==> images/layer_met1.png <==
Bar = 20 um.
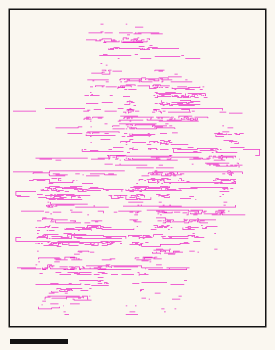
==> images/detail.png <==
Bar = 20 um. Window x 19 to 69, y 52 to 102 um. Cells in gray, sequential cells in the stronger gray; small squares are vias.
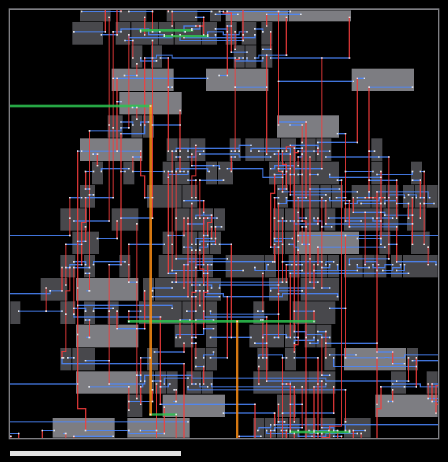
==> images/flops_by_reg.png <==
Bar = 20 um. Other sequential cells in the stronger gray, the rest of the logic in the fainter gray.
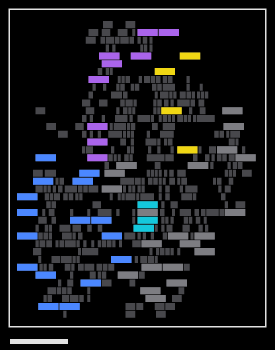
==> images/clocks.png <==
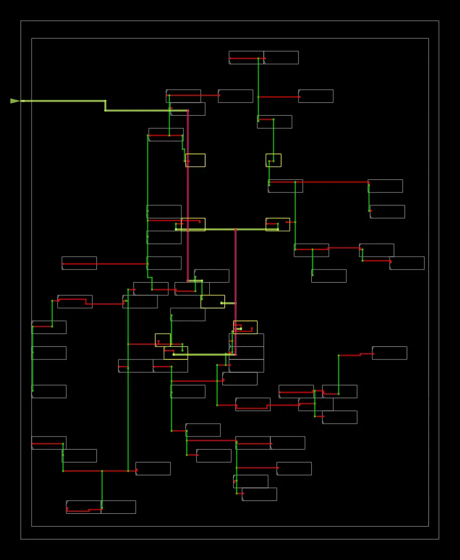
[src/rtl/ps2_host_tx_pkg.sv]
// PS/2 host transmitter shared definitions: FSM encodings, frame edge
// numbering and the latched frame payload. The receive path uses the same
// edge numbering.
package ps2_host_tx_pkg;

  localparam int unsigned STATE_W = 3;

  localparam logic [STATE_W-1:0] ST_IDLE      = 3'd0;
  localparam logic [STATE_W-1:0] ST_INHIBIT   = 3'd1;
  localparam logic [STATE_W-1:0] ST_START     = 3'd2;
  localparam logic [STATE_W-1:0] ST_BITS      = 3'd3;
  localparam logic [STATE_W-1:0] ST_ACK       = 3'd4;
  localparam logic [STATE_W-1:0] ST_WAIT_IDLE = 3'd5;

  localparam int unsigned EDGE_W          = 4;
  localparam int unsigned PS2_FRAME_EDGES = 11;
  localparam int unsigned PS2_STOP_EDGE   = 10;
  localparam int unsigned PS2_PARITY_EDGE = 9;

  // Command byte plus its odd-parity bit, latched on accept.
  typedef struct packed {
    logic [7:0] data;
    logic       parity;
  } ps2_frame_t;

  // Odd parity: set when the byte holds an even number of ones.
  function automatic logic odd_parity(input logic [7:0] data);
    return ~^data;
  endfunction

  // Line level to present after falling edge number edge_idx (1..10).
  // Edges 1..8 carry d0..d7, edge 9 parity, edge 10 the stop bit (high).
  function automatic logic frame_bit(input ps2_frame_t frame,
                                     input logic [EDGE_W-1:0] edge_idx);
    logic bit_v;
    bit_v = 1'b1;
    if ((edge_idx >= 4'd1) && (edge_idx <= 4'd8)) begin
      bit_v = frame.data[3'(edge_idx - 4'd1)];
    end else if (edge_idx == EDGE_W'(PS2_PARITY_EDGE)) begin
      bit_v = frame.parity;
    end
    return bit_v;
  endfunction

endpackage

[src/rtl/ps2_sync_edge.sv]
// Two-flop synchronizer for an asynchronous PS/2 pin with a registered
// falling-edge strobe.
//   clk_i    core clock
//   reset_i  synchronous active-high reset (lines idle high)
//   pin_i    raw pin level
//   level_o  synchronized level
//   fall_o   one-cycle strobe, aligned with level_o going low
module ps2_sync_edge (
  input  logic clk_i,
  input  logic reset_i,
  input  logic pin_i,
  output logic level_o,
  output logic fall_o
);

  logic meta_q;
  logic sync_q;
  logic fall_q;

  // Reset to the idle-high level so releasing reset never fakes an edge.
  always_ff @(posedge clk_i) begin
    if (reset_i) begin
      meta_q <= 1'b1;
      sync_q <= 1'b1;
      fall_q <= 1'b0;
    end else begin
      meta_q <= pin_i;
      sync_q <= meta_q;
      fall_q <= sync_q & ~meta_q;
    end
  end

  assign level_o = sync_q;
  assign fall_o  = fall_q;

endmodule

[src/rtl/ps2_host_tx.sv]
// PS/2 host-to-device transmitter. Inhibits the bus, issues a start bit,
// shifts one byte LSB first with odd parity and stop on device clock falling
// edges, then checks the device ACK. At chip level the *_oe outputs drive the
// SB_IO OUTPUT_ENABLE with D_OUT_0 tied low (open drain).
//   clk_core, reset         core clock, synchronous active-high reset
//   tx_data, tx_valid       byte to send and request
//   tx_ready                high in IDLE; accept = tx_valid && tx_ready
//   tx_done, tx_err         one-cycle completion / failure pulses
//   busy                    high whenever not IDLE
//   ps2_clk_in, ps2_data_in raw pin levels
//   ps2_clk_oe, ps2_data_oe 1 = pull the pin low
module ps2_host_tx
  import ps2_host_tx_pkg::*;
#(
  parameter int unsigned INHIBIT_CYCLES = 256,
  parameter int unsigned TIMEOUT_CYCLES = 32768
) (
  input  logic       clk_core,
  input  logic       reset,
  input  logic [7:0] tx_data,
  input  logic       tx_valid,
  output logic       tx_ready,
  output logic       tx_done,
  output logic       tx_err,
  output logic       busy,
  input  logic       ps2_clk_in,
  input  logic       ps2_data_in,
  output logic       ps2_clk_oe,
  output logic       ps2_data_oe
);

  localparam int unsigned CNT_W = $clog2(INHIBIT_CYCLES + 1);
  localparam int unsigned WD_W  = $clog2(TIMEOUT_CYCLES + 1);

  localparam logic [CNT_W-1:0] INHIBIT_LAST = CNT_W'(INHIBIT_CYCLES - 1);
  localparam logic [WD_W-1:0]  WD_LAST      = WD_W'(TIMEOUT_CYCLES - 1);
  localparam logic [WD_W-1:0]  WD_MAX       = '1;

  logic [STATE_W-1:0] state_q,   state_d;
  logic [CNT_W-1:0]   inh_cnt_q, inh_cnt_d;
  logic [EDGE_W-1:0]  edge_cnt_q, edge_cnt_d;
  logic [WD_W-1:0]    wd_q,      wd_d;
  ps2_frame_t         frame_q,   frame_d;
  logic               ack_ok_q,  ack_ok_d;
  logic               clk_oe_q,  clk_oe_d;
  logic               data_oe_q, data_oe_d;
  logic               done_q,    done_d;
  logic               err_q,     err_d;
  logic               ready_q,   ready_d;
  logic               busy_q,    busy_d;

  logic              clk_level;
  logic              clk_fall;
  logic              data_level;
  logic              data_fall_unused;
  logic [EDGE_W-1:0] edge_inc;
  logic              wd_run;
  logic              wd_expire;

  // Pin synchronizers; the transmitter only needs the data line's level.
  ps2_sync_edge u_sync_clk (
    .clk_i   (clk_core),
    .reset_i (reset),
    .pin_i   (ps2_clk_in),
    .level_o (clk_level),
    .fall_o  (clk_fall)
  );

  ps2_sync_edge u_sync_data (
    .clk_i   (clk_core),
    .reset_i (reset),
    .pin_i   (ps2_data_in),
    .level_o (data_level),
    .fall_o  (data_fall_unused)
  );

  // Saturating edge count as it will read after the current edge.
  assign edge_inc = (edge_cnt_q == '1) ? edge_cnt_q : edge_cnt_q + 4'd1;

  // Watchdog runs from the START cycle on, so an expiry with no device edges
  // lands tx_err exactly TIMEOUT_CYCLES cycles after START. An edge in the
  // expiry cycle wins.
  assign wd_run    = (state_q == ST_START) || (state_q == ST_BITS) ||
                     (state_q == ST_ACK)   || (state_q == ST_WAIT_IDLE);
  assign wd_expire = wd_run && !clk_fall && (wd_q >= WD_LAST);

  // State and output registers.
  always_ff @(posedge clk_core) begin
    if (reset) begin
      state_q    <= ST_IDLE;
      inh_cnt_q  <= '0;
      edge_cnt_q <= '0;
      wd_q       <= '0;
      frame_q    <= '0;
      ack_ok_q   <= 1'b0;
      clk_oe_q   <= 1'b0;
      data_oe_q  <= 1'b0;
      done_q     <= 1'b0;
      err_q      <= 1'b0;
      ready_q    <= 1'b1;
      busy_q     <= 1'b0;
    end else begin
      state_q    <= state_d;
      inh_cnt_q  <= inh_cnt_d;
      edge_cnt_q <= edge_cnt_d;
      wd_q       <= wd_d;
      frame_q    <= frame_d;
      ack_ok_q   <= ack_ok_d;
      clk_oe_q   <= clk_oe_d;
      data_oe_q  <= data_oe_d;
      done_q     <= done_d;
      err_q      <= err_d;
      ready_q    <= ready_d;
      busy_q     <= busy_d;
    end
  end

  // Next-state and next-output logic. Line drives are decoded for the state
  // being entered, so the registered pins already match that state.
  always_comb begin
    state_d    = state_q;
    inh_cnt_d  = inh_cnt_q;
    edge_cnt_d = edge_cnt_q;
    wd_d       = wd_q;
    frame_d    = frame_q;
    ack_ok_d   = ack_ok_q;
    clk_oe_d   = clk_oe_q;
    data_oe_d  = data_oe_q;
    done_d     = 1'b0;
    err_d      = 1'b0;

    if (!wd_run || clk_fall) begin
      wd_d = '0;
    end else if (wd_q != WD_MAX) begin
      wd_d = wd_q + WD_W'(1);
    end

    case (state_q)
      ST_IDLE: begin
        if (tx_valid && ready_q) begin
          frame_d   = '{data: tx_data, parity: odd_parity(tx_data)};
          inh_cnt_d = '0;
          clk_oe_d  = 1'b1;
          state_d   = ST_INHIBIT;
        end
      end

      ST_INHIBIT: begin
        if (inh_cnt_q == INHIBIT_LAST) begin
          clk_oe_d  = 1'b0;
          data_oe_d = 1'b1;
          state_d   = ST_START;
        end else begin
          inh_cnt_d = inh_cnt_q + CNT_W'(1);
        end
      end

      ST_START: begin
        edge_cnt_d = '0;
        state_d    = ST_BITS;
      end

      ST_BITS: begin
        if (clk_fall) begin
          edge_cnt_d = edge_inc;
          data_oe_d  = ~frame_bit(frame_q, edge_inc);
          if (edge_inc == EDGE_W'(PS2_STOP_EDGE)) begin
            state_d = ST_ACK;
          end
        end
      end

      ST_ACK: begin
        // Device pulls data low across the final falling edge to acknowledge.
        if (clk_fall && (edge_inc == EDGE_W'(PS2_FRAME_EDGES))) begin
          edge_cnt_d = edge_inc;
          ack_ok_d   = ~data_level;
          state_d    = ST_WAIT_IDLE;
        end
      end

      ST_WAIT_IDLE: begin
        if (clk_level && data_level) begin
          done_d  = ack_ok_q;
          err_d   = ~ack_ok_q;
          state_d = ST_IDLE;
        end
      end

      default: begin
        state_d = ST_IDLE;
      end
    endcase

    if (wd_expire) begin
      done_d  = 1'b0;
      err_d   = 1'b1;
      state_d = ST_IDLE;
    end

    // Both lines are always released in IDLE.
    if (state_d == ST_IDLE) begin
      clk_oe_d  = 1'b0;
      data_oe_d = 1'b0;
    end

    ready_d = (state_d == ST_IDLE);
    busy_d  = ~ready_d;
  end

  assign tx_ready    = ready_q;
  assign busy        = busy_q;
  assign tx_done     = done_q;
  assign tx_err      = err_q;
  assign ps2_clk_oe  = clk_oe_q;
  assign ps2_data_oe = data_oe_q;

endmodule
[config.mk]
export PLATFORM = sky130hd
export DESIGN_NAME = ps2_host_tx
export DESIGN_NICKNAME = d
export VERILOG_FILES = /design/src/rtl/ps2_host_tx_pkg.sv /design/src/rtl/ps2_sync_edge.sv /design/src/rtl/ps2_host_tx.sv
export SDC_FILE = /design/constraint.sdc
export NUM_CORES = 1
export LEC_CHECK = 0
export ABC_AREA = 1
export ABC_CLOCK_PERIOD_IN_PS = 3000
export CAP_MARGIN = 0
export CORE_ASPECT_RATIO = 1.25
export CORE_MARGIN = 2
export CORE_UTILIZATION = 31
export CTS_BUF_LIST = sky130_fd_sc_hd__clkbuf_8
export DETAILED_ROUTE_END_ITERATION = 8
export HOLD_SLACK_MARGIN = 0.02
export PLACE_DENSITY = 0.58
export SYNTH_ARGS = -nofsm -noshare
export SYNTH_HDL_FRONTEND = slang
export SYNTH_SLANG_ARGS = --single-unit
[constraint.sdc]
create_clock -name clk_core -period 3 [get_ports clk_core]
set_clock_uncertainty 0.05 [all_clocks]
set_input_delay 0.45 -clock clk_core [delete_from_list [all_inputs] [get_ports clk_core]]
set_output_delay 0.45 -clock clk_core [all_outputs]
set_load 0.02 [all_outputs]
==> flow_metrics.env <==
# yosys + openroad results
export IMPL_wl_met3_um=193
export IMPL_grt_max_degree=20
export IMPL_sh_comb_area=0.462
export IMPL_ant_nets=0
export IMPL_seq_area_mm2=0.00106
export IMPL_rr_startpoint="edge_cnt_q[0]"
export IMPL_inverters=57
export IMPL_crit_start="edge_cnt_q[0]"
export IMPL_antenna_found_initial=0
export IMPL_critPathCapture="edge_cnt_q[3]"
export IMPL_post_cts_resized=0
export IMPL_cts_root_buffer="clkbuf_8"
export IMPL_avgRoutedWirePerCell_um=10.9
export IMPL_areaGrowthSynthToFinish_pct=15.5
export IMPL_place_gp_congestion=0.827
export IMPL_crit_family="simple AND/OR/NAND/NOR gates"
export IMPL_drc=0
export IMPL_worstPathCellList="ha_1, nand2_1, nor2_2, or2_1, inv_1, a21oi_1, ha_1, inv_1, nor2_1, nand3_4, nand2_2, o21ai_2, o21ai_0, a21oi_1"
export IMPL_slew_headroom=0.685
export IMPL_drv_cap=0
export IMPL_top_power_group="registers"
export IMPL_xor_share=0.0410
export IMPL_top_layer_used="met4"
export IMPL_syn_inst=378
export IMPL_fill_cells=926
export IMPL_swShare=0.268
export IMPL_grt_setup_unrepaired="false"
export IMPL_crit_arrival_ns=2.48
export IMPL_yosys_area_mm2=0.00278
export IMPL_mux_share=0
export IMPL_worst_skew_pair_late_latency_ns=0.32
export IMPL_fin_cells=523
export IMPL_top_cell="nand2_1"
export IMPL_slowest_stage="dfxtp_1"
export IMPL_antenna_cells=0
export IMPL_lay_top_cells="nand2_1 (58), inv_1 (56), dfxtp_1 (53), nor2_1 (47)"
export IMPL_bufAreaShareNonClock=0.0632
export IMPL_final_cell_area_mm2=0.00321
export IMPL_dp_hpwl_um=4420
export IMPL_clk_pin_slew_ns=0.11
export IMPL_seqPwrFrac=0.563
export IMPL_seq_power_mw=0.742
export IMPL_syn_avg_cell_area_um2=7.35
export IMPL_path_depth=14
export IMPL_status="completed"
export IMPL_comb_power_share=0.102
export IMPL_final_clk_cell_share=0.0304
export IMPL_routed_via_density=4.48
export IMPL_comb_power_mw=0.134
export IMPL_ys_sh_simple=0.327
export IMPL_yosys_top_cells_area="dfxtp_1 (38%), nand2_1 (7.8%), inv_1 (7.6%)"
export IMPL_num_rows=38
export IMPL_power_density_mw_per_mm2=411
export IMPL_finalCriticalPeriod_ns=2.33
export IMPL_clockPowerShare=0.335
export IMPL_seqAreaFraction=0.331
export IMPL_largest_reg_flops=16
export IMPL_die_area_mm2=0.00973
export IMPL_ys_flop_type="dfxtp_1"
export IMPL_p_sw_mw=0.354
export IMPL_core_area_mm2=0.00870
export IMPL_slowest_delay_ns=0.45
export IMPL_irDropWorstVdd_mv=0.188
export IMPL_grt_overflow=0
export IMPL_common_cells="nand2_1 (58), inv_1 (56), dfxtp_1 (53)"
export IMPL_topCombFamilyByArea="simple AND/OR/NAND/NOR gates"
export IMPL_dr_first_iter_drc_count=95
export IMPL_async_reset_ff_frac=0
export IMPL_lay_top_count="nand2_1"
export IMPL_synth_warnings=0
export IMPL_logic_gates=264
export IMPL_syn_nets=400
export IMPL_critPathCaptureType="flip-flop"
export IMPL_cp_num_buf_inv=2
export IMPL_setup_viol=0
export IMPL_yosysTopAreaCell="dfxtp_1"
export IMPL_grt_pass1_wl_um=9950
export IMPL_ios=19
export IMPL_top_cell_area_share=0.382
export IMPL_met2_usage=0.217
export IMPL_slew_viol_final=0
export IMPL_finalPower_mw=1.32
export IMPL_synthAoiAreaFrac=0.125
export IMPL_finalSetupTns_ns=0
export IMPL_cts_tree="done"
export IMPL_drive_above_1_share=0.119
About layer_met1.png:
main direction: horizontal
longest straight run: 26.7 um
share of all routed wire: 46%
wire length on this layer: 2640 um
GR Util met1: 0.165
routed vias: 2345
Post-Route WL: 5700 um

About detail.png:
| layer | color |
|---|---|
| metal 4 | orange |
| metal 3 | green |
| metal 2 | red |
| metal 1 | blue |
netlist names of flops here include: `frame_q` (7), `edge_cnt_q` (4)
sequential cells in the window: 15
most frequent: nor2_1 (26), nand2_1 (25), inv_1 (21)
cells with their middle in the window: 152

About flops_by_reg.png:
| signal | color | sequential cells |
|---|---|---|
| `edge_cnt_q` | yellow | 4 |
| `state_q` | cyan | 3 |
| `wd_q` | blue | 16 |
| `frame_q` | purple | 9 |
not colored: 21

About clocks.png:
clock sink count: 53
Clock group: 0.442 mW
clock buf count: 5

Power is estimated from default activity; no workload was simulated.
